met1.png
Scale bar: 20 microns. Cells faint in the background.
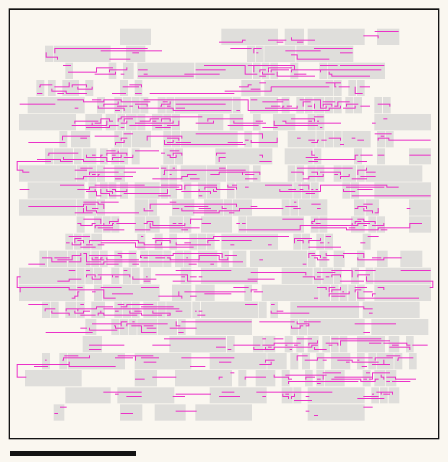
met2.png
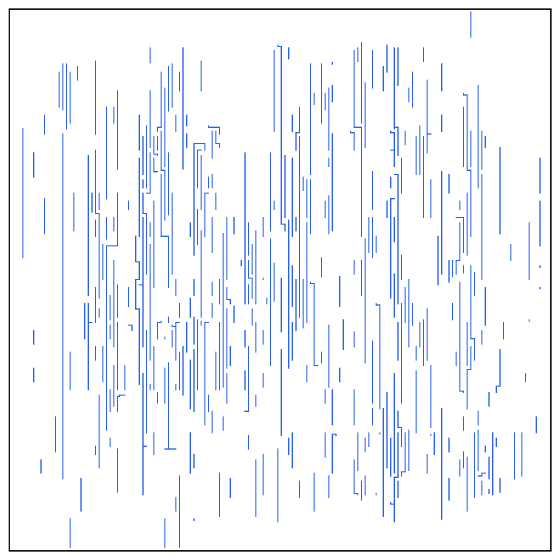
met3.png
Scale bar: 20 microns.
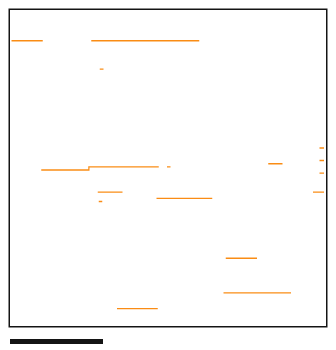
[config.mk]
export PLATFORM = sky130hd
export DESIGN_NAME = clk_rate_select
export DESIGN_NICKNAME = d
export VERILOG_FILES = /design/src/rtl/clk_rate_pkg.sv /design/src/rtl/clk_rate_select_sel_debounce.sv /design/src/rtl/clk_rate_select.sv
export SDC_FILE = /design/constraint.sdc
export NUM_CORES = 1
export LEC_CHECK = 0
export ABC_AREA = 1
export CAP_MARGIN = 30
export CORE_MARGIN = 1
export CORE_UTILIZATION = 55
export CTS_CLUSTER_SIZE = 8
export DETAILED_ROUTE_END_ITERATION = 16
export GPL_TIMING_DRIVEN = 0
export PLACE_DENSITY = 0.73
export SYNTH_ARGS = -nofsm -noshare
export SYNTH_HDL_FRONTEND = slang
export SYNTH_SLANG_ARGS = --single-unit
[constraint.sdc]
create_clock -name clk -period 2.85 [get_ports clk]
set_clock_uncertainty 0.05 [all_clocks]
set_input_delay 0.57 -clock clk [delete_from_list [all_inputs] [get_ports clk]]
set_output_delay 0.57 -clock clk [all_outputs]
set_load 0.005 [all_outputs]
[src/rtl/clk_rate_pkg.sv]
// Shared types and helpers for the clock-rate selector.
package clk_rate_pkg;

    // Default width of each divisor and of the period counter
    localparam int DIV_W_DEF  = 26;

    // Upper bounds used by div_of. The packed divisor list must fit in LIST_MAX_W bits.
    localparam int LIST_MAX_W = 1024;
    localparam int DIV_MAX_W  = 64;

    // Switch FSM encoding
    typedef enum logic {
        S_IDLE    = 1'b0,
        S_PENDING = 1'b1
    } sw_state_e;

    // Return entry idx (div_w bits wide) of a packed divisor list; entry 0 sits at the LSBs
    function automatic logic [DIV_MAX_W-1:0] div_of(input logic [LIST_MAX_W-1:0] list,
                                                    input int idx,
                                                    input int div_w);
        logic [LIST_MAX_W-1:0] shifted;
        logic [DIV_MAX_W-1:0]  mask;
        shifted = list >> (idx * div_w);
        mask    = (div_w >= DIV_MAX_W) ? {DIV_MAX_W{1'b1}}
                                       : ((DIV_MAX_W'(1) << div_w) - DIV_MAX_W'(1));
        return shifted[DIV_MAX_W-1:0] & mask;
    endfunction

endpackage

[src/rtl/clk_rate_select_sel_debounce.sv]
// Two-flop synchroniser plus stability counter for the rate-select switches.
// stable_sel follows sel_raw once the synchronised value has held for DEBOUNCE_CYC samples.
module sel_debounce #(
    parameter int               SEL_W        = 2,
    parameter int               DEBOUNCE_CYC = 16,
    parameter logic [SEL_W-1:0] RESET_SEL    = '0
) (
    input  logic             clk,
    input  logic             rst_n,
    input  logic [SEL_W-1:0] sel_raw,
    output logic [SEL_W-1:0] stable_sel
);

    localparam int             CNT_W   = (DEBOUNCE_CYC > 1) ? $clog2(DEBOUNCE_CYC) : 1;
    localparam logic [CNT_W-1:0] CNT_MAX = CNT_W'(DEBOUNCE_CYC - 1);

    logic [SEL_W-1:0] sync1_q, sync1_d;
    logic [SEL_W-1:0] sync2_q, sync2_d;
    logic [SEL_W-1:0] cand_q, cand_d;
    logic [SEL_W-1:0] stable_q, stable_d;
    logic [CNT_W-1:0] cnt_q, cnt_d;

    // Synchronise, track the candidate value and load it once it has been stable long enough
    always_comb begin
        sync1_d = sel_raw;
        sync2_d = sync1_q;
        cand_d  = cand_q;
        cnt_d   = cnt_q;
        if (sync2_q != cand_q) begin
            cand_d = sync2_q;
            cnt_d  = '0;
        end else if (cnt_q != CNT_MAX) begin
            cnt_d = cnt_q + CNT_W'(1);
        end
        // Looking at the next count lets a fresh value land exactly 2 + DEBOUNCE_CYC cycles after sel_raw moves
        stable_d = (cnt_d == CNT_MAX) ? cand_d : stable_q;
    end

    // Debounce state registers
    always_ff @(posedge clk or negedge rst_n) begin
        if (!rst_n) begin
            sync1_q  <= RESET_SEL;
            sync2_q  <= RESET_SEL;
            cand_q   <= RESET_SEL;
            stable_q <= RESET_SEL;
            cnt_q    <= '0;
        end else begin
            sync1_q  <= sync1_d;
            sync2_q  <= sync2_d;
            cand_q   <= cand_d;
            stable_q <= stable_d;
            cnt_q    <= cnt_d;
        end
    end

    assign stable_sel = stable_q;

endmodule

[src/rtl/clk_rate_select.sv]
// Glitch-free rate selector: divides clk by one of NUM_RATES divisors and switches
// between them only on a period boundary, producing a tick enable and a square wave.
module clk_rate_select
    import clk_rate_pkg::*;
#(
    parameter int                         NUM_RATES    = 3,
    parameter int                         SEL_W        = 2,
    parameter int                         DIV_W        = DIV_W_DEF,
    parameter logic [NUM_RATES*DIV_W-1:0] DIV_LIST     = {26'd8, 26'd4, 26'd2},
    parameter int                         DEBOUNCE_CYC = 16,
    parameter int                         RESET_RATE   = 0
) (
    input  logic             clk,
    input  logic             rst_n,
    input  logic [SEL_W-1:0] sel_raw,
    output logic             tick,
    output logic             div_clk,
    output logic [SEL_W-1:0] rate_idx,
    output logic             switch_pending
);

    localparam logic [LIST_MAX_W-1:0] LIST_PAD    = LIST_MAX_W'(DIV_LIST);
    localparam logic [SEL_W:0]        NUM_RATES_W = (SEL_W + 1)'(NUM_RATES);
    localparam logic [SEL_W-1:0]      RESET_SEL   = SEL_W'(RESET_RATE);

    logic [SEL_W-1:0] stable_sel;
    logic             sel_valid;
    logic [DIV_W-1:0] div_raw, div_eff;
    logic             at_end;
    logic             do_switch;

    sw_state_e        state_q, state_d;
    logic [SEL_W-1:0] req_q, req_d;
    logic [SEL_W-1:0] rate_idx_q, rate_idx_d;
    logic [DIV_W-1:0] cnt_q, cnt_d;
    logic             tick_q, tick_d;
    logic             div_clk_q, div_clk_d;

    sel_debounce #(
        .SEL_W        (SEL_W),
        .DEBOUNCE_CYC (DEBOUNCE_CYC),
        .RESET_SEL    (RESET_SEL)
    ) u_sel_debounce (
        .clk        (clk),
        .rst_n      (rst_n),
        .sel_raw    (sel_raw),
        .stable_sel (stable_sel)
    );

    // Divisor of the active rate (0 behaves as 1) and period-boundary detect
    always_comb begin
        sel_valid = ({1'b0, stable_sel} < NUM_RATES_W);
        div_raw   = DIV_W'(div_of(LIST_PAD, int'(rate_idx_q), DIV_W));
        div_eff   = (div_raw == '0) ? DIV_W'(1) : div_raw;
        at_end    = (cnt_q == div_eff - DIV_W'(1));
    end

    // Switch FSM next state: track the newest valid request, cancel on return, commit on boundary
    always_comb begin
        state_d   = state_q;
        req_d     = req_q;
        do_switch = 1'b0;
        case (state_q)
            S_IDLE: begin
                if (sel_valid && (stable_sel != rate_idx_q)) begin
                    state_d = S_PENDING;
                    req_d   = stable_sel;
                end
            end
            S_PENDING: begin
                if (sel_valid && (stable_sel == rate_idx_q)) begin
                    state_d = S_IDLE;
                end else begin
                    if (sel_valid) begin
                        req_d = stable_sel;
                    end
                    if (at_end) begin
                        do_switch = 1'b1;
                        state_d   = S_IDLE;
                    end
                end
            end
            default: state_d = S_IDLE;
        endcase
    end

    // Switch FSM outputs and period datapath; the boundary tick of the old rate always fires
    always_comb begin
        switch_pending = (state_q == S_PENDING);
        rate_idx_d     = do_switch ? req_d : rate_idx_q;
        cnt_d          = at_end ? '0 : cnt_q + DIV_W'(1);
        tick_d         = at_end;
        div_clk_d      = div_clk_q ^ at_end;
    end

    // State, counter and output registers
    always_ff @(posedge clk or negedge rst_n) begin
        if (!rst_n) begin
            state_q    <= S_IDLE;
            req_q      <= RESET_SEL;
            rate_idx_q <= RESET_SEL;
            cnt_q      <= '0;
            tick_q     <= 1'b0;
            div_clk_q  <= 1'b0;
        end else begin
            state_q    <= state_d;
            req_q      <= req_d;
            rate_idx_q <= rate_idx_d;
            cnt_q      <= cnt_d;
            tick_q     <= tick_d;
            div_clk_q  <= div_clk_d;
        end
    end

    assign tick     = tick_q;
    assign div_clk  = div_clk_q;
    assign rate_idx = rate_idx_q;

endmodule

==> job_summary.md <==
## Synthesis and layout report

| Metric | Value |
|---|---|
| Status | `complete, no violations` |
| F_max | `around 0.51 GHz` |
| Crit path DAT | `between 1 and 1.5 ns` |
| P_leak | `1.43 nW` |
| Fp util | `approximately 59%` |
| Synth cell count leaders | `nand2_1, inv_1, dfrtp_1, nor2_1, nand3_1` |
| Crit end category | `primary output` |
| Routed wire per std cell | `roughly 11 microns` |
| Dpl hpwl | `approximately 3200 microns` |
| Die width | `roughly 70 microns` |
| Yosys synthesis chip area | `between 2000 and 2500 sq um` |
| Final std cells w/o fill | `between 300 and 400` |
| Area delta synth->final | `12.3%` |
| Nets | `between 300 and 400` |
| Crit Path Class | `register to primary output` |
| Largest net degree at the start of global routing | `30` |
| CTS buffer count | `5` |
| Layout cells sized above 1 | `8.84%` |
| First-pass GRT wire length | `7420 microns` |
| Via density | `~4.8` |
| Critical path's largest stage delay | `approximately 0.54 ns` |
| Final ANT Viol Nets | `0` |
| Dominant combinational family | `simple AND/OR/NAND/NOR gates` |
| CTS Sinks | `between 40 and 50` |
| Hold Slack | `~0.12 ns` |
| Number of port buffers | `8` |
| Clock slew at reported path FFs | `0.09 ns` |
| MUX share of area | `0%` |
| Final min period | `between 1.5 and 2 ns` |
| Synth area leaders | `dfrtp_1, nand2_1, inv_1, nor2_1, xor2_1` |
| Unique cell types | `21` |
| Int Pwr | `approximately 0.0010 W` |
| CTS H-tree depth | `2` |
| RD Place Congestion | `between 0.8 and 0.9` |
| EDFF count, synth | `0` |
| Die footprint | `roughly 4600 sq um` |
| Cells after Synth | `around 310` |
| Core area | `approximately 4100 sq um` |
| Simple-Gate Fraction of Synth Area | `about a third` |
| # DRC | `0` |
| Hold buffers post-CTS | `0` |
| First-pass iteration count of the detailed router | `4` |
| Main flop type | `dfrtp_1` |
| Latency at later pin | `0.30 ns` |
| Setup TNS | `0 ns` |
| Net Sw Frac | `between 10% and 20%` |
| ANT cells | `0` |
| Tool warning count | `30` |
| Aoi share | `0.935%` |
| Row count | `23` |
| DR iter-0 viols | `between 90 and 100` |
| Root buf cell | `clkbuf_8` |
| CTS tree | `yes` |
| Post-CTS Setup Inserts | `0` |
| Worst Path Buf+Inv | `1` |
| Adder Share, Synth | `slightly above 3%` |
| Worst-margin pin slew | `about 0.39 ns` |
| Count leader, synth | `nand2_1` |
| CP top delay family | `buffers and inverters` |
| Flop pwr share | `51.6%` |
| Synth warn | `0` |
| Pre-CTS setup slack | `between 1 and 1.5 ns` |
| Vias in the first global route | `between 1500 and 2000` |
| Initial antenna violation count | `0` |
| Max cap viols | `0` |
| Syn_nets | `approximately 320` |
| Final worst-path cycle share | `68.3%` |
| I/O pin count | `9` |
| Vert. Die Dim | `~68 microns` |
| Placed cell count | `approximately 370` |
| Synth async-reset ratio | `100%` |
| Post-synth regs | `45` |
| Slowest-stage cell, CP | `clkdlybuf4s50_1` |
| Syn Area/Cell | `~7.7 sq um` |
| Worst Path Max Fanout | `7` |
| Clock buffer depth | `2` |
| Max-area cell share | `46.7%` |
| Clock share of power | `between 40% and 50%` |
| Comb pwr share | `2.9%` |
| Worst hold path type | `input pin to asynchronous set/reset pin` |
| WP data required | `about 2.2 ns` |
| Reg2reg setup slack | `between 1 and 1.5 ns` |
| Slew margin rel. | `about 74%` |
| Gr usage total | `about 22%` |
| PostCTS Resize Cnt | `0` |
| Sw Pwr | `around 0.00025 W` |
| Post-route cell area | `about 2700 sq um` |
| Mapped Area | `2410 sq um` |
| PD cells | `~470 nW/um^2` |
| Total grt overflow | `0` |
| Fin. Hold Viols | `0` |
| VDD IR max | `approximately 0.00028 V` |
| Post-synth seq share | `between 40% and 50%` |
| Worst setup margin | `a little over 0.9 ns` |
| Area post-placement | `between 2000 and 3000 sq um` |
| Cell type with the largest total area | `dfrtp_1` |
| Final setup viols | `0` |
| RSZ-0062 raised after global routing | `false` |
| Crit start category | `register` |
| Ys cells | `approximately 310` |
| Synth Area in XOR/XNOR | `approximately 7.6%` |
| Critical path, cell by cell | `clkdlybuf4s50_1` |
| Fin. max-slew vios | `0` |
Back to the opening pictures, met1.png:
main direction: horizontal
longest straight run: 22.1 microns
wire length on this layer: 1960 microns
share of all routed wire: 47%
nets with wire on the layer: 311
M1 GR Usage: 27.0%
DRT Wirelength: 4140 microns

Back to the opening pictures, met2.png:
main direction: vertical
longest straight run: 43.5 microns
nets with wire on the layer: 255
vias: 1829
met2 global-route usage: 37.1%

Back to the opening pictures, met3.png:
nets with wire on the layer: 11
main direction: horizontal
share of all routed wire: 2.6%
wire length on this layer: 109 microns
met3 Track Usage GR: 5.00%

[worst paths after layout]
path	start	to	depth (start not counted)
min in group clk	u_sel_debounce.sync1_q[0]	u_sel_debounce.sync2_q[0]	0
max in group asynchronous	rst_n	cnt_q[8]	2
hold reg to reg	u_sel_debounce.sync1_q[0]	u_sel_debounce.sync2_q[0]	0
hold / removal	rst_n	cnt_q[14]	1
setup / recovery	rate_idx[1]	rate_idx[1]	1
setup reg to reg	rate_idx[0]	div_clk	12
[cells in the final DEF, fill, tap and decap left out, drive strengths merged]
| master | instances |
|---|---|
| a21oi | 1 |
| buf | 2 |
| bufinv | 2 |
| clkbuf | 7 |
| clkdlybuf4s50 | 7 |
| dfrtp | 45 |
| ha | 6 |
| inv | 54 |
| nand2 | 94 |
| nand3 | 22 |
| nand3b | 1 |
| nand4 | 6 |
| nor2 | 52 |
| nor3 | 4 |
| nor3b | 1 |
| o21ai | 2 |
| o21bai | 1 |
| xnor2 | 10 |
| xor2 | 11 |
[metal layers]
layer	wire, microns	GRT usage, %	up-vias
met3	108	5.00	8
met1	1960	27.0	835
met2	1970	37.1	22
li1	-	-	964
met5	0	0	-
met4	107	10.7	0
[area by class of cell]
class	count	area (sq um)
fillers	346	1410
plain buffers	2	7.51
clock buffers	5	68.8
multi-input cells	211	1080
well taps	50	62.6
clock inverters	3	68.8
inverters	53	199
flip-flops and latches	45	1130
repair buffers	9	95.1
[power groups by stage]
stage,Sequential (W),Combinational [W],Clock (W)
after floorplan,0.000662,0.0000165,0
after global placement,0.000663,0.0000347,0
after detailed placement,0.000663,0.0000376,0
after CTS,0.000650,0.0000379,0.000591
after global routing,0.000651,0.0000440,0.000612
final,0.000650,0.0000363,0.000573
[kinds of logic after synthesis]
family | Yosys count
simple gates | 180
buf+inv | 55
flops | 45
xor+xnor | 21
fa+ha+maj | 6
compound gates | 4
[per-stage QoR]
stage	power (W)	util (%)
floorplan	0.000678	-
global placement	0.000697	62.0
detailed placement	0.000700	62.4
CTS	0.00128	65.7
global route	0.00131	65.7
finish	0.00126	65.7
[sequential cells by signal (all words and copies together) (netlist names)]
register                   cells
cnt_q                         26
rate_idx                       2
u_sel_debounce.sync2_q         2
u_sel_debounce.sync1_q         2
req_q                          2
tick                           1
u_sel_debounce.cand_q          2
u_sel_debounce.cnt_q           4
div_clk                        1
u_sel_debounce.stable_sel      2
switch_pending                 1
Power figures rest on the tool's default switching activity, not on a simulated workload.
